Figure 1. Cell area per tile (run 1).
12 x 12 tiles, from black (low) to pale yellow (high), 0 to 100% covered.
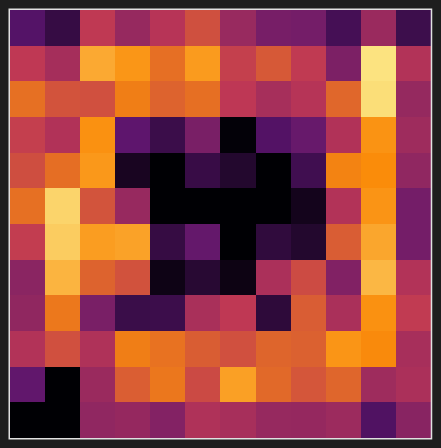
Figure 2. Pin placement (run 1).
Bar = 20 µm. Pins as bars across the die edge, other pins in grey.
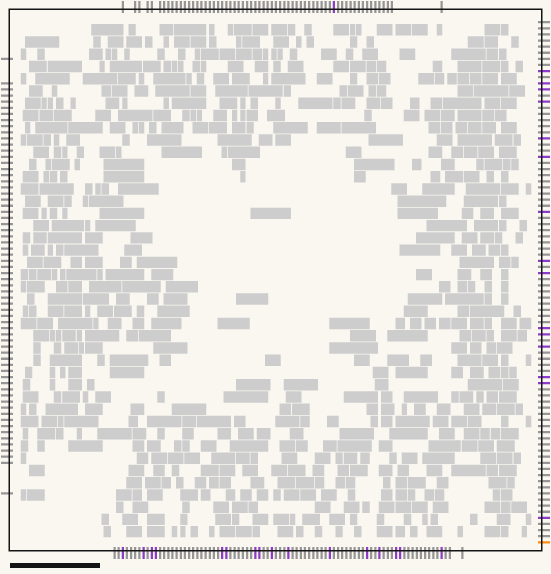
Figure 3. Placement by cell class (run 1).
Bar = 20 µm. Fill, decap, tap and diode cells in grey.
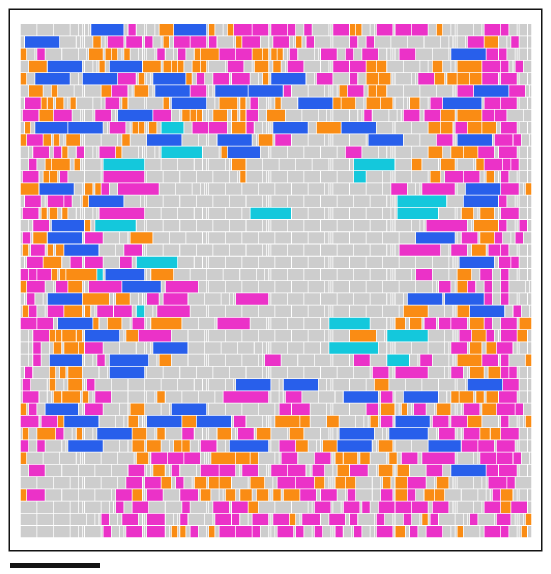
**src/rtl/pc_fetch_unit_if.sv**
```systemverilog
// Instruction-memory request/ready bus between the fetch sequencer
// and instruction memory.
interface pc_fetch_unit_if;
   logic        req;
   logic [31:0] addr;
   logic        ready;
   logic [31:0] rdata;

   modport master (
      output req,
      output addr,
      input  ready,
      input  rdata
   );

   modport slave (
      input  req,
      input  addr,
      output ready,
      output rdata
   );
endinterface

```
**src/rtl/pc_fetch_unit.sv**
```systemverilog
// PC register and two-phase fetch sequencer: request a word, then hold
// it for decode until accepted, then step or redirect the PC.
module pc_fetch_unit #(
   parameter logic [31:0] RESET_PC = 32'h0000_0000
) (
   input  logic               clk,
   input  logic               reset,
   pc_fetch_unit_if.master    imem,
   output logic [31:0]        adder_first,
   output logic [31:0]        adder_second,
   input  logic [31:0]        pc_plus4,
   input  logic               branch_taken,
   input  logic [31:0]        branch_target,
   input  logic               jump,
   input  logic [31:0]        jump_target,
   input  logic               stall,
   output logic [31:0]        pc_out,
   output logic [31:0]        instr,
   output logic               instr_valid,
   output logic               misalign
);

   typedef enum logic [0:0] {
      FETCH,
      DELIVER
   } state_t;

   state_t      state_q, state_d;
   logic [31:0] pc_q, pc_d;
   logic [31:0] instr_q, instr_d;
   logic        valid_q, valid_d;
   logic        mis_q, mis_d;

   logic        redirect;
   logic [31:0] raw_tgt;

   // Jump wins over branch; both may be asserted together.
   always_comb begin
      redirect = 1'b1;
      raw_tgt  = pc_plus4;
      priority case (1'b1)
         jump:         raw_tgt = jump_target;
         branch_taken: raw_tgt = branch_target;
         default: begin
            redirect = 1'b0;
            raw_tgt  = pc_plus4;
         end
      endcase
   end

   always_comb begin
      state_d = state_q;
      pc_d    = pc_q;
      instr_d = instr_q;
      valid_d = valid_q;
      mis_d   = 1'b0;
      unique case (state_q)
         FETCH: begin
            if (imem.ready) begin
               instr_d = imem.rdata;
               valid_d = 1'b1;
               state_d = DELIVER;
            end
         end
         DELIVER: begin
            if (!stall) begin
               pc_d    = redirect ? {raw_tgt[31:2], 2'b00}
                                  : raw_tgt;
               mis_d   = redirect && (raw_tgt[1:0] != 2'b00);
               valid_d = 1'b0;
               state_d = FETCH;
            end
         end
         default: state_d = FETCH;
      endcase
   end

   always_ff @(posedge clk) begin
      if (reset) begin
         state_q <= FETCH;
         pc_q    <= RESET_PC;
         instr_q <= 32'h0;
         valid_q <= 1'b0;
         mis_q   <= 1'b0;
      end else begin
         state_q <= state_d;
         pc_q    <= pc_d;
         instr_q <= instr_d;
         valid_q <= valid_d;
         mis_q   <= mis_d;
      end
   end

   // Request is withheld during the reset cycle itself.
   assign imem.req     = (state_q == FETCH) && !reset;
   assign imem.addr    = pc_q;

   assign adder_first  = pc_q;
   assign adder_second = 32'd4;

   assign pc_out      = pc_q;
   assign instr       = instr_q;
   assign instr_valid = valid_q;
   assign misalign    = mis_q;

endmodule

```
**src/flat_wrapper.sv**
```systemverilog
// flat-port wrapper written by rule: the top's interface ports become plain ports
module pc_fetch_unit_flat 
#(
   parameter logic [31:0] RESET_PC = 32'h0000_0000
)
  (clk, reset, adder_first, adder_second, pc_plus4, branch_taken, branch_target, jump, jump_target, stall, pc_out, instr, instr_valid, misalign, imem_req, imem_addr, imem_ready, imem_rdata);
  pc_fetch_unit_if imem_i ();
  input  logic clk;
  input  logic reset;
  output logic [31:0] adder_first;
  output logic [31:0] adder_second;
  input  logic [31:0] pc_plus4;
  input  logic branch_taken;
  input  logic [31:0] branch_target;
  input  logic jump;
  input  logic [31:0] jump_target;
  input  logic stall;
  output logic [31:0] pc_out;
  output logic [31:0] instr;
  output logic instr_valid;
  output logic misalign;
  output wire logic [$bits(imem_i.req)-1:0] imem_req;
  output wire logic [$bits(imem_i.addr)-1:0] imem_addr;
  input wire logic [$bits(imem_i.ready)-1:0] imem_ready;
  input wire logic [$bits(imem_i.rdata)-1:0] imem_rdata;
  assign imem_req = imem_i.req;
  assign imem_addr = imem_i.addr;
  assign imem_i.ready = imem_ready;
  assign imem_i.rdata = imem_rdata;
  pc_fetch_unit #(.RESET_PC(RESET_PC)) u_core (.clk(clk), .reset(reset), .imem(imem_i), .adder_first(adder_first), .adder_second(adder_second), .pc_plus4(pc_plus4), .branch_taken(branch_taken), .branch_target(branch_target), .jump(jump), .jump_target(jump_target), .stall(stall), .pc_out(pc_out), .instr(instr), .instr_valid(instr_valid), .misalign(misalign));
endmodule
```
**config.mk**
```make
export PLATFORM = sky130hd
export DESIGN_NAME = pc_fetch_unit_flat
export DESIGN_NICKNAME = d
export VERILOG_FILES = /design/src/rtl/pc_fetch_unit_if.sv /design/src/rtl/pc_fetch_unit.sv /design/src/flat_wrapper.sv
export SDC_FILE = /design/constraint.sdc
export NUM_CORES = 1
export LEC_CHECK = 0
export ABC_CLOCK_PERIOD_IN_PS = 1100
export CAP_MARGIN = 20
export CORE_AREA = 2 2 116 118
export DETAILED_ROUTE_END_ITERATION = 7
export DIE_AREA = 0 0 118 120
export PLACE_DENSITY = 0.73
export SLEW_MARGIN = 15
export SYNTH_ARGS = -nofsm -noshare
export SYNTH_HDL_FRONTEND = slang
export SYNTH_SLANG_ARGS = --single-unit
```
**constraint.sdc**
```tcl
create_clock -name clk -period 1.1 [get_ports clk]
set_input_delay 0.22 -clock clk [delete_from_list [all_inputs] [get_ports clk]]
set_output_delay 0.22 -clock clk [all_outputs]
set_load 0.005 [all_outputs]
```
==> out/metrics.csv, run 1 <==
metric,value,unit
boundaryPins,297,
syn_inst,427,
syn_area_per_cell,8.319,µm²
first_pass_iters,4,
holdWs,0.4031,ns
yosysChipArea,3552,µm²
io_buffers,264,
grt_pass1_wl,21.09,mm
drt_iter0_drc,144,
critPathLaunchType,flip-flop,
grt_max_degree,33,
synthTopCellsByCount,"buf_4 (97), dfxtp_1 (67), nand2_1 (64)",
gp_congestion,0.8392,
viasPerCell,4.504,
finalWorstSetupSlack,-0.1058,ns
arrival,1.45,ns
min_path_type,primary input to flip-flop,
place_inst,801,
p_per_area,1143,nW/µm²
finalSetupViolCount,66,
n_fill_cell,1247,
crit_path_max_fanout,8,
clkTransAtPathRegs,0.06,ns
status,"finished, violations left",
critical_path_class,flip-flop to flip-flop,
drc_errors,0,
maxCapViolCount,0,
finalClockPeriodUsage,1.096,
netlist_area,3552,µm²
failed_checks,negative setup slack,
die_w,118,µm
endpoint_kind,flip-flop,
cts_root_buf,clkbuf_16,
layout.cells.non_filler,843,
synth_warnings,0,
htree_levels,3,
ff2ff_path_depth,5,
fin_setup_tns,-3.705,ns
fmax,829.3,MHz
largest_area_cell,dfxtp_1,
Back to the opening pictures, Figure 1:
The emptiest ninth of the die: centre. The densest ninth of the die: middle left. 7.6% of the tiles are nearly empty.

Back to the opening pictures, Figure 2:
Key: branch_target = purple [pins 32, direction input, edge 16 bottom, 15 right, 1 top]; misalign = orange [pins 1, direction output, edge right]

Back to the opening pictures, Figure 3:
Key: flip-flops = blue [cells 67, share of their area 22%]; clock drivers and dummy loads = cyan [cells 16, share of their area 5.2%]; other buffers and delay cells = magenta [cells 319, share of their area 45%]; all other logic = orange [cells 264, share of their area 28%]
Rows: 42
Design Area, Final: 6609 µm²
post-layout util: 0.5092
Seq/total area: 0.2166

run 1: registers in the layout (all words and copies together), names as in the netlist:
signal / flops
u_core.instr: 32
u_core.adder_first: 32
u_core.misalign: 1
u_core.state_q: 1
u_core.instr_valid: 1
run 1: power breakdown:
part	total, mW	internal, mW	switching [mW]	leakage [nW]
Sequential	2.67	2.57	0.103	0.574
Combinational	1.72	1.03	0.690	2.14
Clock	3.16	2.11	1.06	0.159
run 1: layout make-up:
cell class              count  area [µm²]  share of cell area
repair buffers            319        2868              0.4339
multi-input cells         262        1750              0.2649
flip-flops and latches     67        1431              0.2166
clock buffers              12       256.5             0.03881
well taps                 176       220.2             0.03332
clock inverters             4       72.57             0.01098
inverters                   2       7.507            0.001136
diodes                      1       2.502           0.0003786
run 1: worst max-delay path, cell delays in order (launching register included):
cell	delay, ns
dfxtp_4	0.37
nor3b_4	0.18
buf_6	0.19
clkbuf_16	0.17
o21ai_2	0.05
o2bb2ai_1	0.16
run 1: cells by family after synthesis:
group / share of synthesized area
other cells: 0.002114
compound gates: 0.2378
flops: 0.3776
simple gates: 0.1353
mux: 0.002818
buf+inv: 0.2445
run 1: through the flow:
step	setup slack, ns	utilization	power (mW)
2_1_floorplan	0.03802	-	3.359
3_3_place_gp	-0.4797	0.4620	4.279
3_5_place_dp	-0.4959	0.4620	4.308
4_1_cts	-0.04757	0.5027	7.538
5_1_grt	-0.1664	0.5092	7.875
6_report	-0.1058	0.5092	7.557
run 1: final timing paths:
kind | to | startpoint | slack, ns
worst max-delay path | u_core.adder_first[13] | u_core.state_q | -0.11
worst min-delay path | u_core.state_q | imem_ready | 0.40
worst max register to register | u_core.adder_first[13] | u_core.state_q | -0.11
worst min register to register | u_core.instr[26] | u_core.instr[26] | 0.45
run 1: routing by layer:
layer  vias to the layer above  part of all wire  GRT usage
li1                       1800                 -          -
met1                      1778              0.37     0.1964
met2                       194              0.53     0.3452
met5                         -                 0          0
met3                        25             0.078    0.06274
met4                         0             0.028    0.07681
run 1: placed cells by master, fill, tap and decap left out, types with 15 or more instances in the layout:
cell type and instances:
a211oi_1 30, buf_4 30, buf_2 76, o21ai_1 15
buf_6 32, nand2_1 51, dfxtp_2 48, a21oi_2 17
nor2b_1 30, o2bb2ai_1 22, conb_1 32, clkbuf_2 21
a21oi_1 15, clkdlybuf4s50_1 128
run 1: timing repair:
action,4_1_cts,5_1_grt
buffers inserted,27,2
hold buffers,0,0
pin swaps,4,29
gates cloned,3,4
setup endpoints to repair,198,129
resized,582,114
==> run 2: changes to the inputs <==
--- a/config.mk
+++ b/config.mk
@@ -5,7 +5,6 @@
 export SDC_FILE = /design/constraint.sdc
 export NUM_CORES = 1
 export LEC_CHECK = 0
-export ABC_CLOCK_PERIOD_IN_PS = 1100
 export CAP_MARGIN = 20
 export CORE_AREA = 2 2 116 118
 export DETAILED_ROUTE_END_ITERATION = 7
Figure 4. Metal layers overlaid (run 2).
Bar = 20 µm. Two of the layers only.
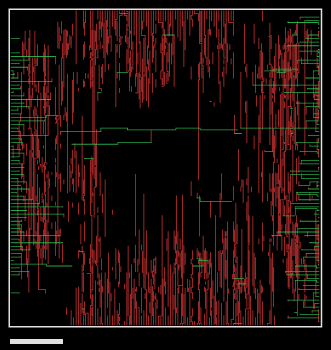
Key: met3 = green [wire length 1090 µm]; met2 = red [wire length 7350 µm]
final WL: 13.94 mm
Vias: 3797
WL/cell: 16.53 µm

Figure 5. Placement by cell class (run 2).
Bar = 20 µm. Fill, decap, tap and diode cells in grey.
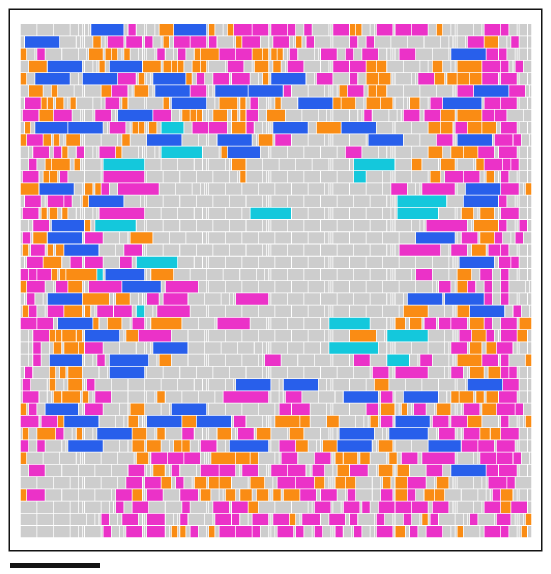
Key: all other logic = orange [cells 264, share of their area 28%]; clock drivers and dummy loads = cyan [cells 16, share of their area 5.2%]; other buffers and delay cells = magenta [cells 319, share of their area 45%]; flip-flops = blue [cells 67, share of their area 22%]
Core ar.: 12980 µm²

==> run 2 against run 1 <==
Against the previous run:
- the run still ends with negative setup slack left
- utilization is the same
- critical path depth is the same
- combinational power is essentially flat
- clock power is essentially flat
- sequential share of layout area is the same
- highest routed layer unchanged
- synthesized cell count is the same
- global-route usage is the same
==> out/metrics.csv, run 2 <==
metric,value,unit,change
row_count,42,,unchanged
cts_root_buf,clkbuf_16,,
gp_congestion,0.8392,,unchanged
status,"finished, violations left",,
n_fill_cell,1247,,unchanged
intPower,5.708,mW,unchanged
aoi_share,0.2378,,unchanged
finalWorstSetupSlack,-0.1058,ns,unchanged
hold_end,u_core.state_q,,
p_per_area,1143,nW/µm²,unchanged
synthTopCellsByCount,"buf_4 (97), dfxtp_1 (67), nand2_1 (64)",,
critPathLaunchType,flip-flop,,
stdcell_area,6609,µm²,unchanged
lay_top_count,clkdlybuf4s50_1,,
ff2ff_setup_slack,-0.11,ns,about the same
worstReg2RegStart,u_core.state_q,,
crit_path_max_fanout,8,,unchanged
htree_levels,3,,unchanged
finalSetupViolCount,66,,unchanged
pwr-share-seq,0.354,,about the same
worst_r2r_endpoint,u_core.adder_first[13],,
failed_checks,negative setup slack,,
fa_ha_area_frac,0,,unchanged
maxCapViolCount,0,,unchanged
cp_slowest_stage_delay,0.37,ns,about the same
syn_area_per_cell,8.319,µm²,unchanged
clock_power_share,0.418,,about the same
==> run 2: cell counts in the layout (fill, tap and decap cells not counted) <==
Identical to the previous run, type by type.
==> run 2: per-stage QoR <==
stage	util	std cells	setup TNS [ns]	hold slack, ns	worst slack, ns
after CTS	0.5027	847	-0.7252	0.3925	-0.04757
after global placement	0.4620	801	-28.07	0.4409	-0.4797
after detailed placement	0.4620	801	-30.89	0.4501	-0.4959
final	0.5092	843	-3.705	0.4031	-0.1058
after floorplan	-	457	0	0.3302	0.03802
after global routing	0.5092	843	-8.364	0.4063	-0.1664
==> run 2: layout make-up <==
| type | count | area [µm²] | area share |
|---|---|---|---|
| diodes | 1 | 2.502 | 0.0003786 |
| clock buffers | 12 | 256.5 | 0.03881 |
| clock inverters | 4 | 72.57 | 0.01098 |
| inverters | 2 | 7.507 | 0.001136 |
| multi-input cells | 262 | 1750 | 0.2649 |
| flip-flops and latches | 67 | 1431 | 0.2166 |
| well taps | 176 | 220.2 | 0.03332 |
| repair buffers | 319 | 2868 | 0.4339 |
==> run 2: kinds of logic after synthesis <==
| logic type | after synthesis |
|---|---|
| AND-OR/OR-AND | 128 |
| buffers and inverters | 128 |
| flip-flops | 67 |
| multiplexers | 1 |
| other | 2 |
| AND/OR/NAND/NOR | 101 |
==> run 2: worst max-delay path by stage <==
| stage | start | end | slack, ns | cells after the start |
|---|---|---|---|---|
| CTS | u_core.adder_first[0] | pc_out[0] | -0.05 | 2 |
| detailed placement | reset | u_core.adder_first[30] | -0.50 | 5 |
| global route | u_core.state_q | u_core.instr[30] | -0.17 | 5 |
| global placement | reset | imem_req | -0.48 | 3 |
| finish | u_core.state_q | u_core.adder_first[13] | -0.11 | 5 |
| floorplan | u_core.state_q | u_core.adder_first[0] | 0.04 | 3 |
==> run 2: power groups by stage <==
stage	registers (mW)	logic, mW	clock network, mW
after floorplan	2.71	0.649	0
after global placement	2.71	1.57	0
after detailed placement	2.72	1.59	0
after CTS	2.67	1.65	3.22
after global routing	2.70	1.85	3.33
final	2.67	1.72	3.16
==> run 2: worst max-delay path, delay by kind of cell, from the launching register on <==
kind / cells / cell delay, ns
AND/OR/NAND/NOR: 1 / 0.18
AND-OR/OR-AND: 2 / 0.21
flip-flops: 1 / 0.37
buffers and inverters: 2 / 0.36
==> run 2: what timing repair did <==
item,in CTS,in global routing
endpoints found under the setup margin,198,129
cloned,3,4
hold buffers,0,0
resized,582,114
pin swaps,4,29
setup buffers,27,2
==> run 2: metal layers <==
layer	vias up	GRT usage	wire length [µm]
met3	25	0.06274	1088
met4	0	0.07681	390
met1	1778	0.1964	5110
met5	-	0	0
li1	1800	-	-
met2	194	0.3452	7348
Power figures rest on the tool's default switching activity, not on a simulated workload.
